===== src/rtl/trinity_pkg.sv =====
// Shared definitions for the hashrate monitors: FSM encoding, default
// parameter values and a 64-to-32 bit saturation helper.
package trinity_pkg;

    typedef enum logic [1:0] {
        ST_WARMUP = 2'd0,
        ST_RUN    = 2'd1,
        ST_STALL  = 2'd2
    } meter_state_e;

    localparam logic [31:0] DEF_WINDOW_CYCLES   = 32'd100_000_000;
    localparam logic [31:0] DEF_HASHES_PER_DONE = 32'd1;
    localparam logic [31:0] DEF_STALL_WINDOWS   = 32'd3;

    function automatic logic [31:0] sat32(input logic [63:0] value);
        return (|value[63:32]) ? 32'hFFFF_FFFF : value[31:0];
    endfunction

endpackage


===== src/rtl/window_timer.sv =====
// Free-running window counter: counts 0..WINDOW_CYCLES-1 while enabled and
// strobes tick on the last cycle of each window.
module window_timer
    import trinity_pkg::*;
#(
    parameter logic [31:0] WINDOW_CYCLES = DEF_WINDOW_CYCLES
) (
    input  logic clk,
    input  logic rst,
    input  logic enable,
    output logic tick
);

    logic [31:0] count;

    assign tick = enable && (count == WINDOW_CYCLES - 32'd1);

    // NOTE: clocked state uses non-blocking assignments so every register
    // samples pre-edge values regardless of statement order.
    always_ff @(posedge clk or posedge rst) begin
        if (rst) begin
            count <= '0;
        end else if (enable) begin
            count <= tick ? 32'd0 : count + 32'd1;
        end
    end

endmodule


===== src/rtl/hashrate_meter.sv =====
// Measures done-pulse rate per window, reports raw and smoothed hashrate,
// and flags a stall after consecutive windows below threshold.
module hashrate_meter
    import trinity_pkg::*;
#(
    parameter logic [31:0] WINDOW_CYCLES   = DEF_WINDOW_CYCLES,
    parameter logic [31:0] HASHES_PER_DONE = DEF_HASHES_PER_DONE,
    parameter logic [31:0] STALL_WINDOWS   = DEF_STALL_WINDOWS
) (
    input  logic        clk,
    input  logic        rst,
    input  logic        enable,
    input  logic        done_pulse,
    input  logic [31:0] threshold,
    output logic [31:0] current_hashrate,
    output logic [31:0] smoothed_hashrate,
    output logic        rate_valid,
    output logic        stall,
    output logic        warm
);

    logic         tick;
    logic [31:0]  pulse_count;
    logic [31:0]  window_pulses;
    logic [31:0]  raw;
    logic [31:0]  low_count;
    logic [31:0]  low_next;
    logic [33:0]  smooth_sum;
    meter_state_e state;
    meter_state_e state_next;

    window_timer #(.WINDOW_CYCLES(WINDOW_CYCLES)) u_window_timer (
        .clk    (clk),
        .rst    (rst),
        .enable (enable),
        .tick   (tick)
    );

    // Includes this cycle's pulse so a pulse on the window-end cycle lands
    // in the ending window.
    assign window_pulses = (done_pulse && (pulse_count != 32'hFFFF_FFFF))
                         ? pulse_count + 32'd1 : pulse_count;
    assign raw        = sat32(64'(window_pulses) * 64'(HASHES_PER_DONE));
    assign smooth_sum = 34'({smoothed_hashrate, 1'b0}) + 34'(smoothed_hashrate) + 34'(raw);

    always_comb begin
        // NOTE: every combinational output gets a default first, so no path
        // leaves it unassigned and no latch is inferred.
        low_next = 32'd0;
        if (raw < threshold) begin
            low_next = (low_count < STALL_WINDOWS) ? low_count + 32'd1 : low_count;
        end
    end

    always_ff @(posedge clk or posedge rst) begin
        if (rst) begin
            state <= ST_WARMUP;
        end else begin
            state <= state_next;
        end
    end

    always_comb begin
        state_next = state;
        if (tick) begin
            case (state)
                ST_WARMUP, ST_RUN: begin
                    // A zero threshold can never make a window count as low.
                    state_next = ((threshold != 32'd0) && (low_next >= STALL_WINDOWS))
                               ? ST_STALL : ST_RUN;
                end
                ST_STALL: begin
                    if (raw >= threshold) state_next = ST_RUN;
                end
                default: state_next = ST_WARMUP;
            endcase
        end
    end

    always_comb begin
        stall = (state == ST_STALL);
        warm  = (state != ST_WARMUP);
    end

    always_ff @(posedge clk or posedge rst) begin
        if (rst) begin
            pulse_count       <= '0;
            low_count         <= '0;
            current_hashrate  <= '0;
            smoothed_hashrate <= '0;
            rate_valid        <= 1'b0;
        end else begin
            rate_valid <= tick;
            if (enable) begin
                pulse_count <= tick ? 32'd0 : window_pulses;
            end
            if (tick) begin
                low_count         <= low_next;
                current_hashrate  <= raw;
                smoothed_hashrate <= warm ? smooth_sum[33:2] : raw;
            end
        end
    end

endmodule


===== config.mk =====
export PLATFORM = sky130hd
export DESIGN_NAME = hashrate_meter
export DESIGN_NICKNAME = d
export VERILOG_FILES = /design/src/rtl/trinity_pkg.sv /design/src/rtl/window_timer.sv /design/src/rtl/hashrate_meter.sv
export SDC_FILE = /design/constraint.sdc
export NUM_CORES = 1
export LEC_CHECK = 0
export CAP_MARGIN = 20
export CORE_MARGIN = 8
export CORE_UTILIZATION = 25
export CTS_BUF_LIST = sky130_fd_sc_hd__clkbuf_4
export DETAILED_ROUTE_END_ITERATION = 10
export MAX_ROUTING_LAYER = met4
export PLACE_DENSITY = 0.52
export SETUP_SLACK_MARGIN = 0.2
export SKIP_CTS_REPAIR_TIMING = 1
export SYNTH_ARGS = -nofsm -noshare
export SYNTH_HDL_FRONTEND = slang
export SYNTH_SLANG_ARGS = --single-unit

===== constraint.sdc =====
create_clock -name clk -period 16.6 [get_ports clk]
set_input_delay 4.98 -clock clk [delete_from_list [all_inputs] [get_ports clk]]
set_output_delay 4.98 -clock clk [all_outputs]
set_load 0.03 [all_outputs]

==> images/metal_stack.png <==
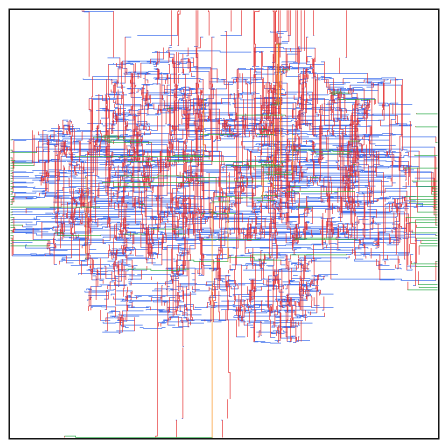
Key: orange = met4 [wire length 409 um]; blue = met1 [wire length 16700 um]; red = met2 [wire length 14500 um]; green = met3 [wire length 1590 um]

==> flow_summary.json <==
{
  "chipHeight_um": 225,
  "syn-mean-instance-area_um2": 8.61,
  "peakVddDrop_uv": 41.0,
  "average_vias_per_placed_instance": 4.63,
  "net_count_of_the_finished_layout": 1494,
  "p_int_uw": 569,
  "yosys-stat-area_um2": 10900,
  "synthFlopType": "dfrtp_1",
  "timing.clock.skew_ns": 0.0302,
  "crit_path_end_kind": "flop",
  "path_cells": "clkdlybuf4s50_1, o31ai_4, nor2_1, nand3_1, xnor2_1, fa_1, inv_1, ha_1, nand4_1, nor3_1, nand4bb_1, nand4_1, o21ai_0, a21oi_1, a21oi_1, o21ai_0, a31oi_1, a21oi_1",
  "area_of_the_die_um2": 50600,
  "totalNegativeSetupSlack_ns": 0,
  "worst_ep_arrival_time_ns": 10.28,
  "synthesis.instances": 1267,
  "worst-path-max-fanout": 7,
  "detailed_place_hpwl_um": 24800,
  "place_congestion": 0.867,
  "synth.distinct_cells": 69,
  "timing.fmax_ghz": 0.103,
  "path_common_cell": "a21oi_1",
  "run_status": "completed",
  "rsz0062_at_grt": "no",
  "ys.flops": 163,
  "final.min_clock_period_ns": 9.72,
  "cp_num_buf_inv": 2,
  "total_power_per_unit_cell_area_nw_per_um2": 69.0,
  "cp-endpoint": "smoothed_hashrate[30]",
  "ys.warnings.count": 0,
  "synthesis.area_um2": 10900,
  "netlist.top_cell.by_instances": "inv_1",
  "critical-path-top-delay-family": "simple AND/OR/NAND/NOR gates",
  "regToRegStartpoint": "pulse_count[0]",
  "num_io_pins": 103,
  "static-leakage-power_nw": 6.27,
  "layout-area-overhead-vs-synth_pct": 18.5,
  "clock_sink_count": 163,
  "worstPathRequired_ns": 17.16,
  "combPwrFrac_pct": 23.2,
  "power_frac_clock_pct": 28.4,
  "global_route.usage.total_pct": 13.7,
  "drt-pass1-iter-count": 5,
  "leftover_overflow_at_the_end_of_global_routing": 0,
  "worst_r2r_path_depth": 20,
  "swShare_pct": 36.3,
  "grt_max_degree": 100,
  "seq_power_share_pct": 48.4,
  "tool_warnings": 26,
  "clk_root_buffer_cell": "clkbuf_4",
  "yosysTopAreaCellShare_pct": 37.4,
  "hold_violations": 0,
  "maxCapViolations": 0,
  "post_route_cells_drive_above_1_share_pct": 5.46,
  "timing.reg2reg.setup_slack_ns": 10.22,
  "synth_top_cell_by_area": "dfrtp_1",
  "crit-reg2reg-capture": "smoothed_hashrate[30]",
  "cts_tree": "done",
  "timing_worst_slew_pin_value_ns": 0.997,
  "total_switching_power_uw": 324,
  "max_slew_margin_pct": 33.5,
  "synth-async-reset-ratio_pct": 100,
  "coreArea_um2": 43100,
  "route.antenna.remaining_nets": 0,
  "cp_slowest_stage_delay_ns": 0.76,
  "path_depth": 18,
  "setup.worst_path.start_class": "primary input"
}
==> images/zoom.png <==
Window x 92 to 132, y 47 to 87 um. Cells in grey, sequential cells in the stronger grey; small squares are vias.
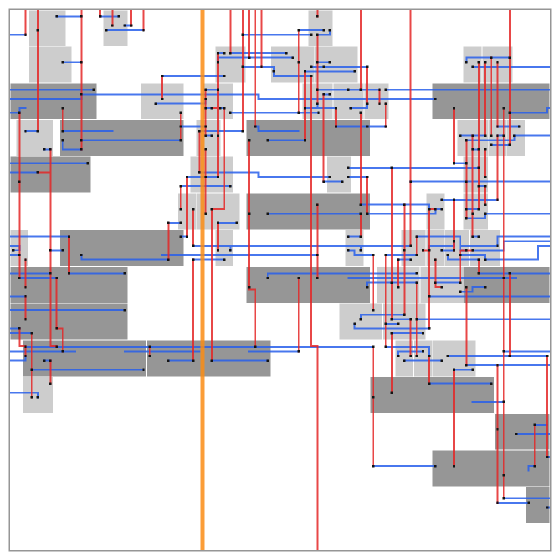
Key: red = met2; orange = met4; blue = met1
56 logic cells have their middle in the window. Sequential cells in the window: 15. Most frequent: dfrtp_1 (15), nor2_1 (7), nand3_1 (6). Netlist names of flops here include `u_window_timer.count` (10), `low_count` (5).

==> area by class of cell <==
| type | instances | area (um2) |
|---|---|---|
| Tap cell | 585 | 732 |
| Inverter | 190 | 718 |
| Multi-Input combinational cell | 872 | 5970 |
| Clock inverter | 14 | 165 |
| Timing Repair Buffer | 116 | 1130 |
| Antenna cell | 1 | 2.50 |
| Clock buffer | 18 | 135 |
| Fill cell | 4539 | 30100 |
| Sequential cell | 163 | 4080 |
==> per-stage QoR <==
stage	hold slack [ns]	utilization [%]	instances	worst slack [ns]	instance area (um2)
after floorplan	0.454	-	1267	7.22	10900
after global placement	0.464	29.3	1926	6.29	12600
after detailed placement	0.472	29.3	1926	6.18	12600
after CTS	0.505	30.0	1958	6.88	12900
after global routing	0.526	30.0	1959	6.53	12900
final	0.497	30.0	1959	6.88	12900
==> routing by layer <==
layer / track usage, % / up-vias / part of all wire (%)
met5: - / - / 0
met4: 2.89 / 0 / 1.2
met3: 2.55 / 23 / 4.8
met2: 20.3 / 219 / 44
met1: 19.1 / 4380 / 50
li1: - / 4457 / -
==> worst min path at each step <==
stage | slack (ns) | cells past startpoint | endpoint | from
finish | 0.50 | 2 | current_hashrate[5] | current_hashrate[5]
global route | 0.53 | 2 | current_hashrate[5] | current_hashrate[5]
CTS | 0.50 | 1 | u_window_timer.count[12] | u_window_timer.count[12]
detailed placement | 0.47 | 1 | low_count[15] | low_count[15]
global placement | 0.46 | 2 | current_hashrate[0] | current_hashrate[0]
floorplan | 0.45 | 1 | low_count[11] | low_count[11]
==> sequential cells by signal, summed over array words and instances (netlist names) <==
signal                flops
current_hashrate         32
low_count                32
pulse_count              32
smoothed_hashrate        32
u_window_timer.count     32
state                     2
rate_valid                1
==> power by group through the flow <==
stage	Sequential [mW]	Combinational [mW]	Clock, mW
after floorplan	0.434	0.142	0
after global placement	0.439	0.202	0
after detailed placement	0.439	0.206	0
after CTS	0.432	0.208	0.265
after global routing	0.435	0.232	0.282
final	0.432	0.207	0.254
==> placed cells by master, fill, tap and decap left out, types with 4 or more instances in the layout <==
master           synthesis  final
ha_1                    66     66
o22ai_1                 18     18
a21oi_1                 70     70
nor4_1                  25     25
nand4_1                 25     25
nand3_1                 38     38
or3_1                    7      6
buf_4                    0     14
o21a_1                   8      8
fa_1                    32     32
o211ai_1                 7      7
o31a_1                   4      4
o21ai_0                 85     85
dfrtp_1                163    163
a31oi_1                  5      5
clkdlybuf4s50_1          0    102
nand2b_1                11     11
or2_2                    5      5
a21o_1                  23     23
o31ai_1                 10     10
inv_8                    0      5
and4_1                   4      4
and3_1                  18     18
xnor2_1                 47     47
and2_1                  36     36
inv_1                  188    187
clkbuf_4                 0     18
nor2_1                  99     98
nand2_1                122    122
clkinv_8                 0      4
mux2i_1                  4      4
xor2_1                  28     28
nor3_1                  17     15
==> cells by family after synthesis <==
kind of cell | count (synthesis) | share of synthesized area (%)
adders and majority gates | 98 | 13.4
buffers and inverters | 232 | 8.00
xor gates and xnor gates | 78 | 6.47
muxes | 6 | 0.573
AOI/OAI and AO/OA | 263 | 14.8
and+or+nand+nor | 427 | 19.3
DFF | 163 | 37.4
Power is estimated from default activity; no workload was simulated.
